<file path="src/rtl/character_buffer_registerfile_pkg.sv">
// Shared widths and types for the keyboard character buffer storage.
package char_buffer_pkg;

  localparam int CB_DATA_WIDTH = 8;
  localparam int CB_ADDR_WIDTH = 5;
  localparam int CB_DEPTH      = 32;

  typedef logic [CB_DATA_WIDTH-1:0] cb_char_t;
  typedef logic [CB_ADDR_WIDTH-1:0] cb_addr_t;

endpackage

</file>
<file path="src/rtl/character_buffer_registerfile_entry.sv">
// One storage byte: async-clear register with a local write enable; no backpressure.
module character_buffer_entry
  import char_buffer_pkg::*;
#(
  parameter int DATA_WIDTH = CB_DATA_WIDTH
) (
  input  logic                  clk,
  input  logic                  reset,
  input  logic                  enable,
  input  logic [DATA_WIDTH-1:0] data_in,
  output logic [DATA_WIDTH-1:0] data_out
);

  always_ff @(posedge clk or posedge reset) begin
    if (reset) begin
      data_out <= '0;
    end else if (enable) begin
      data_out <= data_in;
    end
  end

endmodule

</file>
<file path="src/rtl/character_buffer_registerfile.sv">
// 32x8 character FIFO storage: one clocked write port, two zero-latency read ports.
// Writes land on the rising clk edge; reads are combinational with no write bypass.
module character_buffer_registerfile
  import char_buffer_pkg::*;
#(
  parameter int DATA_WIDTH = CB_DATA_WIDTH,
  parameter int ADDR_WIDTH = CB_ADDR_WIDTH,
  parameter int DEPTH      = CB_DEPTH
) (
  input  logic                  clk,
  input  logic                  reset,
  input  logic                  write,
  input  logic [ADDR_WIDTH-1:0] address,
  input  logic [DATA_WIDTH-1:0] data_in,
  input  logic [ADDR_WIDTH-1:0] select_a,
  input  logic [ADDR_WIDTH-1:0] select_b,
  output logic [DATA_WIDTH-1:0] out_a,
  output logic [DATA_WIDTH-1:0] out_b
);

  logic [DATA_WIDTH-1:0] entries [DEPTH];

  genvar i;
  generate
    for (i = 0; i < DEPTH; i++) begin : g_entry
      character_buffer_entry #(
        .DATA_WIDTH (DATA_WIDTH)
      ) u_entry (
        .clk      (clk),
        .reset    (reset),
        .enable   (write && (address == ADDR_WIDTH'(i))),
        .data_in  (data_in),
        .data_out (entries[i])
      );
    end
  endgenerate

  // DEPTH == 2**ADDR_WIDTH, so every select value hits a real entry.
  assign out_a = entries[select_a];
  assign out_b = entries[select_b];

endmodule

</file>
<file path="config.mk">
export PLATFORM = sky130hd
export DESIGN_NAME = character_buffer_registerfile
export DESIGN_NICKNAME = d
export VERILOG_FILES = /design/src/rtl/character_buffer_registerfile_pkg.sv /design/src/rtl/character_buffer_registerfile_entry.sv /design/src/rtl/character_buffer_registerfile.sv
export SDC_FILE = /design/constraint.sdc
export NUM_CORES = 1
export LEC_CHECK = 0
export CORE_UTILIZATION = 40
export CTS_CLUSTER_DIAMETER = 80
export CTS_CLUSTER_SIZE = 25
export DETAILED_ROUTE_END_ITERATION = 7
export DONT_BUFFER_PORTS = 1
export PLACE_DENSITY = 0.52
export SLEW_MARGIN = 20
export SYNTH_ARGS = -nofsm -noshare
export SYNTH_HDL_FRONTEND = slang
export SYNTH_SLANG_ARGS = --single-unit
</file>
<file path="constraint.sdc">
create_clock -name clk -period 13.1 [get_ports clk]
set_input_delay 3.93 -clock clk [delete_from_list [all_inputs] [get_ports clk]]
set_output_delay 3.93 -clock clk [all_outputs]
set_load 0.01 [all_outputs]
</file>
**Signal wires on met1**

Scale bar: 50 um.
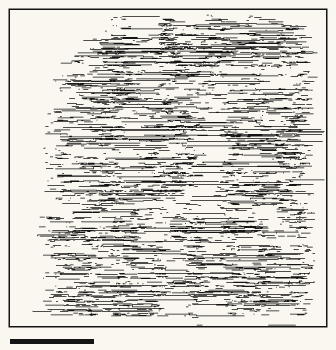
nets with wire on the layer: 747
main direction: horizontal
share of all routed wire: 41%
longest straight run: 60.3 um
Routed WL: 37,200 um
GR Util met1: 29.5%
Vias: 7,707

**Met2 routing**

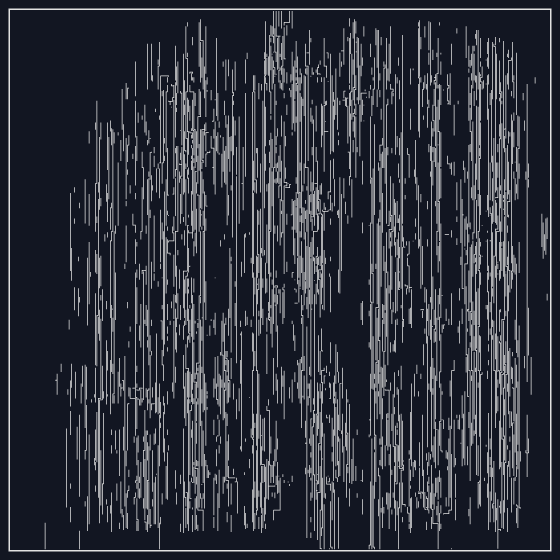
longest straight run: 114 um
nets with wire on the layer: 755
share of all routed wire: 49%
wire length on this layer: 18,100 um
met2 usage: 35.4%

**Signal wires on met3**

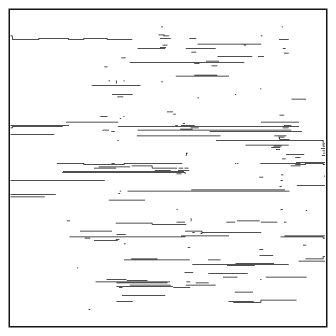
main direction: horizontal
nets with wire on the layer: 83
longest straight run: 107 um
share of all routed wire: 6.9%
met3 Use GR: 5.03%

==> impl_metrics.env <==
# yosys + openroad results
export IMPL_layout_cells_non_filler=1218
export IMPL_ff2ff_path_depth=1
export IMPL_crit_cells=3
export IMPL_reg2reg_slack_ns=12.21
export IMPL_top_regs="g_entry.u_entry.data_out x256"
export IMPL_overflow=0
export IMPL_hold_buffers=0
export IMPL_status="complete, no violations"
export IMPL_power_density_nw_per_um2=141
export IMPL_worstPathMaxFanout=64
export IMPL_drv_slew=0
export IMPL_dp_cells=1190
export IMPL_total_power_mw=2.05
export IMPL_fp_row_count=67
export IMPL_critPathLaunch="select_a[0]"
export IMPL_synthCells=810
export IMPL_grt_pass1_wl_um=57300
export IMPL_h_tree_depth=1
export IMPL_finalSetupTns_ns=0
export IMPL_design_core_area_um2=33600
export IMPL_ys_seq_elements=256
export IMPL_yosysUniqueCellTypes=21
export IMPL_fin_ws_ns=3.76
export IMPL_gp_congestion=0.789
export IMPL_dp_slack_ns=3.83
export IMPL_portBuffers=0
export IMPL_timing_rr_start="g_entry[13].u_entry.data_out[0]"
export IMPL_ys_cells=810
export IMPL_cpMostUsedCell="mux4_2"
export IMPL_die_h_um=187
export IMPL_path_class="in2out"
export IMPL_arrival_ns=5.41
export IMPL_required_ns=9.17
export IMPL_mappedNetlistNets=836
export IMPL_fin_crit_ns=9.34
export IMPL_start_kind="input port"
export IMPL_synth_seq_share_pct=46.8
export IMPL_maxCapViolations=0
export IMPL_antenna_found_initial=1
export IMPL_layout_drive_gt1_share_pct=61.9
export IMPL_hold_end="g_entry[5].u_entry.data_out[4]"
export IMPL_final_common_cell="mux2_2"
export IMPL_rsz0062_at_grt="false"
export IMPL_end_kind="output port"
**Metal 4**

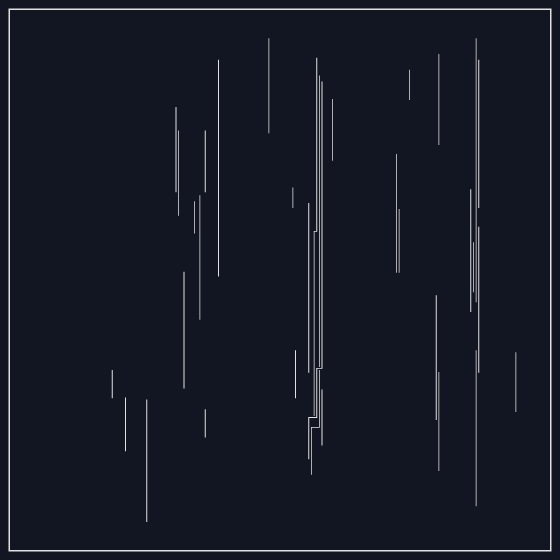
main direction: vertical
wire length on this layer: 1,390 um

**Routing congestion map**

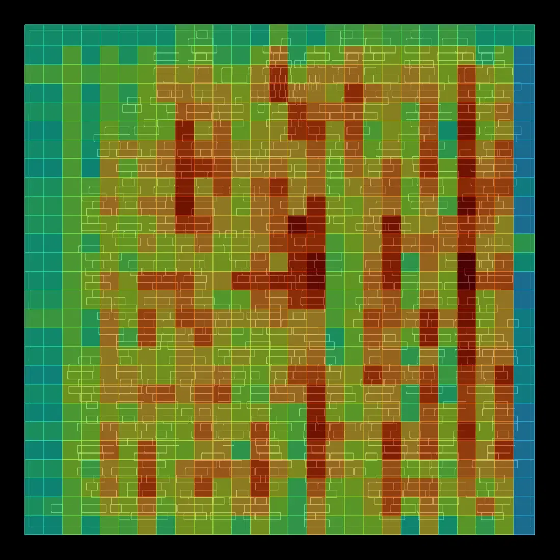
grt peak-use layer: met2
final core occ: 43.2%
total global-route track usage: 22.1%

[kinds of logic (layout without fill, tap and decap cells)]
family	count (synthesis)	in the layout	share of synthesized area, %
buf+inv	74	34	2.54
flops	256	256	46.8
mux	432	432	48.7
simple gates	48	48	2.05
[layout make-up]
cell class | instances | area, um2 | share of cell area (%)
Sequential cell | 256 | 6410 | 44.1
Tap cell | 448 | 561 | 3.86
Clock inverter | 11 | 95.1 | 0.655
Inverter | 1 | 11.3 | 0.0776
Multi-Input combinational cell | 480 | 6970 | 48.0
Timing Repair Buffer | 5 | 41.3 | 0.285
Clock buffer | 17 | 425 | 2.93
[per-stage QoR]
step / instance area (um2) / hold WS [ns]
finish: 14500 / 0.536
global route: 14500 / 0.556
CTS: 14500 / 0.536
detailed placement: 14000 / 0.513
global placement: 14000 / 0.502
floorplan: 13700 / 0.491
[synth_stat cells, drive strengths merged]
library cell  count  share of area (%)
buf              35                1.5
clkbuf           38                1.0
dfrtp           256                 47
inv               1              0.027
mux2            272                 22
mux4            160                 26
nand2            12               0.33
nand2b            4               0.18
nand3b            2               0.11
nand4             1              0.046
nand4b            3               0.19
nor2             12               0.33
nor2b             6               0.27
nor3              1              0.073
nor3b             2               0.18
nor4b             1              0.064
nor4bb            3               0.22
or3               1              0.046
[per-layer routing]
layer | vias to the layer above | GRT usage, % | share of wire [%]
li1 | 3086 | - | -
met1 | 4270 | 29.5 | 41
met2 | 272 | 35.4 | 49
met3 | 77 | 5.03 | 6.9
met4 | 2 | 8.13 | 3.7
met5 | - | 0 | 0.030
[power by group]
group	leakage [nW]	internal, mW	switching [mW]
combinational	2.44	0.304	0.133
sequential	3.27	0.944	0.128
clock	0.248	0.247	0.291
Power and IR drop assume default switching activity.
